## config.mk

```make
export PLATFORM = sky130hd
export DESIGN_NAME = math_subtractor_brent_kung_pipe_032
export DESIGN_NICKNAME = d
export VERILOG_FILES = /design/src/rtl/math_subtractor_brent_kung_pipe_032.sv
export SDC_FILE = /design/constraint.sdc
export NUM_CORES = 1
export LEC_CHECK = 0
export CAP_MARGIN = 5
export CORE_MARGIN = 2
export CORE_UTILIZATION = 30
export CTS_BUF_LIST = sky130_fd_sc_hd__clkbuf_16
export DETAILED_ROUTE_END_ITERATION = 10
export SYNTH_ARGS = -nofsm -noshare
export SYNTH_HDL_FRONTEND = slang
export SYNTH_SLANG_ARGS = --single-unit
```

## constraint.sdc

```tcl
create_clock -name i_clk -period 2.3 [get_ports i_clk]
set_input_delay 0.23 -clock i_clk [delete_from_list [all_inputs] [get_ports i_clk]]
set_output_delay 0.23 -clock i_clk [all_outputs]
set_load 0.01 [all_outputs]
```

## src/rtl/math_subtractor_brent_kung_pipe_032.sv

```systemverilog
// Three-stage pipelined 32-bit subtractor (A - B - borrow) using a Brent-Kung carry prefix.
// Optional flags: define MATH_SUB_PIPE_FLAGS_EN for o_overflow / o_zero; otherwise they are tied to 0.
module math_subtractor_brent_kung_pipe_032 #(
  parameter int N = 32
) (
  input  logic         i_clk,
  input  logic         i_rst_n,
  input  logic         i_valid,
  output logic         o_ready,
  input  logic [N-1:0] i_a,
  input  logic [N-1:0] i_b,
  input  logic         i_borrow,
  output logic         o_valid,
  input  logic         i_ready,
  output logic [N-1:0] o_diff,
  output logic         o_borrow,
  output logic         o_overflow,
  output logic         o_zero
);

  if (N != 32) begin : g_bad_width
    $error("math_subtractor_brent_kung_pipe_032 supports only N = 32");
  end

  logic         w_adv;
  logic         w_cin;
  logic [N-1:0] w_p0;
  logic [N-1:0] w_g0;

  logic         r1_valid, r2_valid, r3_valid;
  logic [N-1:0] r1_p, r1_g;
  logic         r1_cin, r2_cin;
  logic [N-1:0] r2_g, r2_p, r2_pbit;
  logic [N-1:0] r3_diff;
  logic         r3_borrow;

  logic [N-1:0] w_carry;
  logic [N-1:0] w_diff;
  logic         w_borrow;
  logic         w_unused_p;

  // The whole pipe freezes only when a finished result is waiting on downstream.
  assign w_adv   = ~(r3_valid & ~i_ready);
  assign o_ready = w_adv;

  assign w_cin = ~i_borrow;
  assign w_p0  = i_a ^ ~i_b;
  assign w_g0  = {i_a[N-1:1] & ~i_b[N-1:1], (i_a[0] & ~i_b[0]) | (w_p0[0] & w_cin)};

  genvar gl, gi;

  // Up-sweep levels 1..3 (spans 2, 4, 8) live in stage 2.
  for (gl = 0; gl <= 3; gl++) begin : g_s2
    logic [N-1:0] w_g, w_p;
    if (gl == 0) begin : g_root
      assign w_g = r1_g;
      assign w_p = r1_p;
    end else begin : g_lvl
      for (gi = 0; gi < N; gi++) begin : g_bit
        if (((gi + 1) % (1 << gl)) == 0) begin : g_cell
          assign w_g[gi] = g_s2[gl-1].w_g[gi] | (g_s2[gl-1].w_p[gi] & g_s2[gl-1].w_g[gi-(1<<(gl-1))]);
          assign w_p[gi] = g_s2[gl-1].w_p[gi] & g_s2[gl-1].w_p[gi-(1<<(gl-1))];
        end else begin : g_pass
          assign w_g[gi] = g_s2[gl-1].w_g[gi];
          assign w_p[gi] = g_s2[gl-1].w_p[gi];
        end
      end
    end
  end

  // Remaining up-sweep levels 4..5 (spans 16, 32) in stage 3.
  for (gl = 3; gl <= 5; gl++) begin : g_s3u
    logic [N-1:0] w_g, w_p;
    if (gl == 3) begin : g_root
      assign w_g = r2_g;
      assign w_p = r2_p;
    end else begin : g_lvl
      for (gi = 0; gi < N; gi++) begin : g_bit
        if (((gi + 1) % (1 << gl)) == 0) begin : g_cell
          assign w_g[gi] = g_s3u[gl-1].w_g[gi] | (g_s3u[gl-1].w_p[gi] & g_s3u[gl-1].w_g[gi-(1<<(gl-1))]);
          assign w_p[gi] = g_s3u[gl-1].w_p[gi] & g_s3u[gl-1].w_p[gi-(1<<(gl-1))];
        end else begin : g_pass
          assign w_g[gi] = g_s3u[gl-1].w_g[gi];
          assign w_p[gi] = g_s3u[gl-1].w_p[gi];
        end
      end
    end
  end

  // Down-sweep gray cells fill the prefixes between the up-sweep nodes.
  for (gl = 4; gl >= 0; gl--) begin : g_s3d
    logic [N-1:0] w_g;
    if (gl == 4) begin : g_root
      assign w_g = g_s3u[5].w_g;
    end else begin : g_lvl
      for (gi = 0; gi < N; gi++) begin : g_bit
        if ((((gi + 1) % (1 << (gl + 1))) == (1 << gl)) && (gi >= (1 << (gl + 1)))) begin : g_cell
          assign w_g[gi] = g_s3d[gl+1].w_g[gi] | (g_s3u[5].w_p[gi] & g_s3d[gl+1].w_g[gi-(1<<gl)]);
        end else begin : g_pass
          assign w_g[gi] = g_s3d[gl+1].w_g[gi];
        end
      end
    end
  end

  assign w_unused_p = ^g_s3u[5].w_p;
  assign w_carry    = g_s3d[0].w_g;
  assign w_diff     = r2_pbit ^ {w_carry[N-2:0], r2_cin};
  assign w_borrow   = ~w_carry[N-1];

  always_ff @(posedge i_clk or negedge i_rst_n) begin
    if (!i_rst_n) begin
      r1_valid  <= 1'b0;
      r1_p      <= '0;
      r1_g      <= '0;
      r1_cin    <= 1'b0;
      r2_valid  <= 1'b0;
      r2_g      <= '0;
      r2_p      <= '0;
      r2_pbit   <= '0;
      r2_cin    <= 1'b0;
      r3_valid  <= 1'b0;
      r3_diff   <= '0;
      r3_borrow <= 1'b0;
    end else if (w_adv) begin
      r1_valid  <= i_valid;
      r1_p      <= w_p0;
      r1_g      <= w_g0;
      r1_cin    <= w_cin;
      r2_valid  <= r1_valid;
      r2_g      <= g_s2[3].w_g;
      r2_p      <= g_s2[3].w_p;
      r2_pbit   <= r1_p;
      r2_cin    <= r1_cin;
      r3_valid  <= r2_valid;
      r3_diff   <= w_diff;
      r3_borrow <= w_borrow;
    end
  end

`ifdef MATH_SUB_PIPE_FLAGS_EN
  logic r1_a31, r1_b31, r2_a31, r2_b31;
  logic r3_overflow, r3_zero;

  always_ff @(posedge i_clk or negedge i_rst_n) begin
    if (!i_rst_n) begin
      r1_a31      <= 1'b0;
      r1_b31      <= 1'b0;
      r2_a31      <= 1'b0;
      r2_b31      <= 1'b0;
      r3_overflow <= 1'b0;
      r3_zero     <= 1'b0;
    end else if (w_adv) begin
      r1_a31      <= i_a[N-1];
      r1_b31      <= i_b[N-1];
      r2_a31      <= r1_a31;
      r2_b31      <= r1_b31;
      r3_overflow <= (r2_a31 ^ r2_b31) & (w_diff[N-1] ^ r2_a31);
      r3_zero     <= ~|w_diff;
    end
  end

  assign o_overflow = r3_overflow;
  assign o_zero     = r3_zero;
`else
  assign o_overflow = 1'b0;
  assign o_zero     = 1'b0;
`endif

  assign o_valid  = r3_valid;
  assign o_diff   = r3_diff;
  assign o_borrow = r3_borrow;

endmodule

```

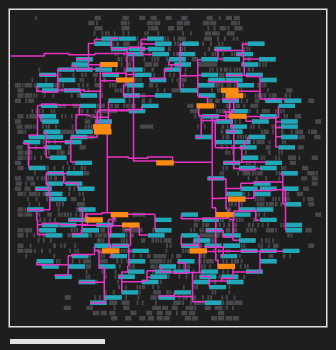
(images/clk_routes.png)
Bar = 50 um.
Cyan stands for flip-flops, count 179. Magenta stands for clock wires, length 2320 um. Orange stands for clock drivers, count 17.
There are 18 routed clock nets.

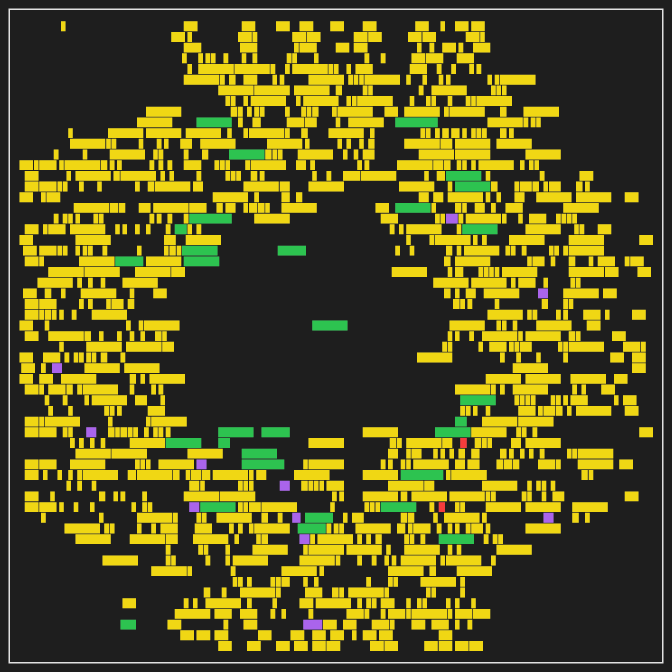
(images/sizes.png)
Yellow stands for _0 and _1 cells, cells 952, share 96%. Green stands for _6 and larger, cells 30, share 3.0%. Purple stands for _3 and _4 cells, cells 11, share 1.1%. Red stands for _2 cells, cells 2, share 0.20%.

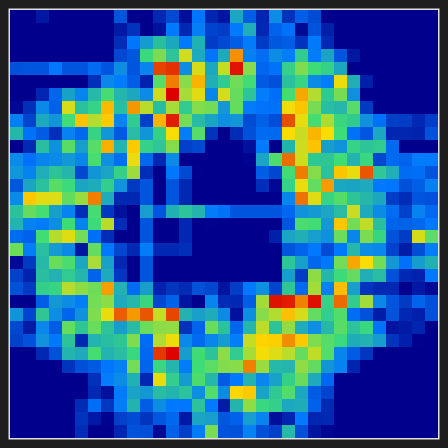
(images/metal_density.png)
33 x 33 tiles, from dark blue (low) to red (high), scaled to the fullest tile. Values are wire area over tile area, all layers added.
The fullest tile reaches 0.34. The mean over all tiles is 0.089. 18% of the tiles are over half the peak.

==> impl_summary.log <==
[flow] final metrics
[metrics] outcome: complete, no violations
[metrics] reported sequential group power: around 5000 uW
[metrics] DRC marker count from the first detailed-route iteration: about 260
[metrics] RSZ-0062 raised after global routing: no
[metrics] Worst path max stage delay: approximately 0.45 ns
[metrics] Max H-tree Level: 4
[metrics] critical-path cell with the highest stage delay: dfrtp_1
[metrics] startpoint types: flop
[metrics] list of most frequent post-synthesis cells: 430 x nand2_1, 179 x dfrtp_1, 47 x ha_1
[metrics] Cell Pwr Density: about 1100 nW/um2
[metrics] max_slew headroom: 0.575
[metrics] total iterations of the first detailed-routing run: 5
[metrics] Post-DP HPWL: ~11000 um
[metrics] quantity of gates resized following cts: 0
[metrics] post-route DRC violation count: 0
[metrics] quantity of I/O buffers inserted on ports: around 100
[metrics] chip area line of the yosys report: 7870 um2
[metrics] Vias/cell: about 4.4
[metrics] main logic family after synthesis: simple AND/OR/NAND/NOR gates
[metrics] WP data required: between 2 and 3 ns
[metrics] stage-log warning count: 26
[metrics] total die size: 27500 um2
[metrics] cell-by-cell listing of the critical path: a21o_1 > a21o_1 > a21o_1 > a21o_1 > ha_1 > nor2_1 > xor2_1 > o21ai_1
[metrics] Static Leak: ~0.005 uW
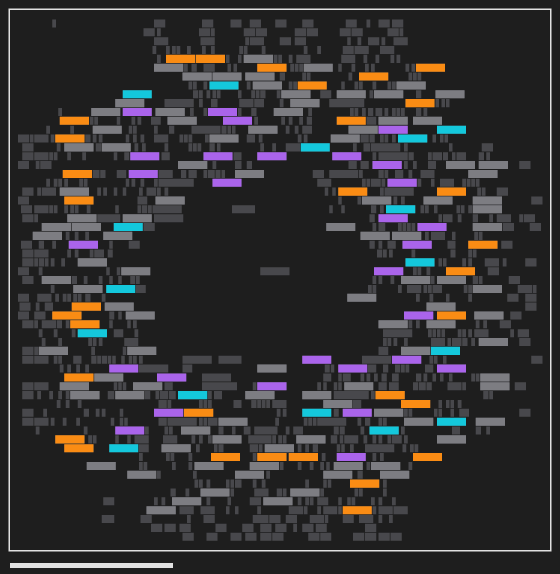
(images/flops_by_reg.png)
Bar = 50 um. Other sequential cells in the stronger grey, the rest of the logic in the fainter grey.
Purple stands for g_s3u.w_p, sequential cells 29. Cyan stands for r2_pbit, sequential cells 16. Orange stands for g_s2.w_g, sequential cells 32, where all over the die.
Another 102 sequential cells are not coloured.

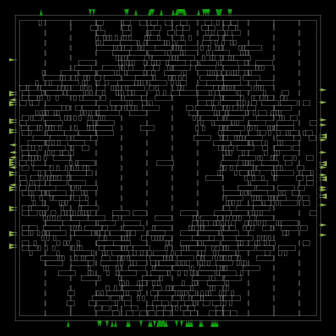
(images/placement.png)
number of core rows: 59
end-of-flow core utilization: 0.383
sequential cell count of the final layout: 179

Power is estimated from default activity; no workload was simulated.
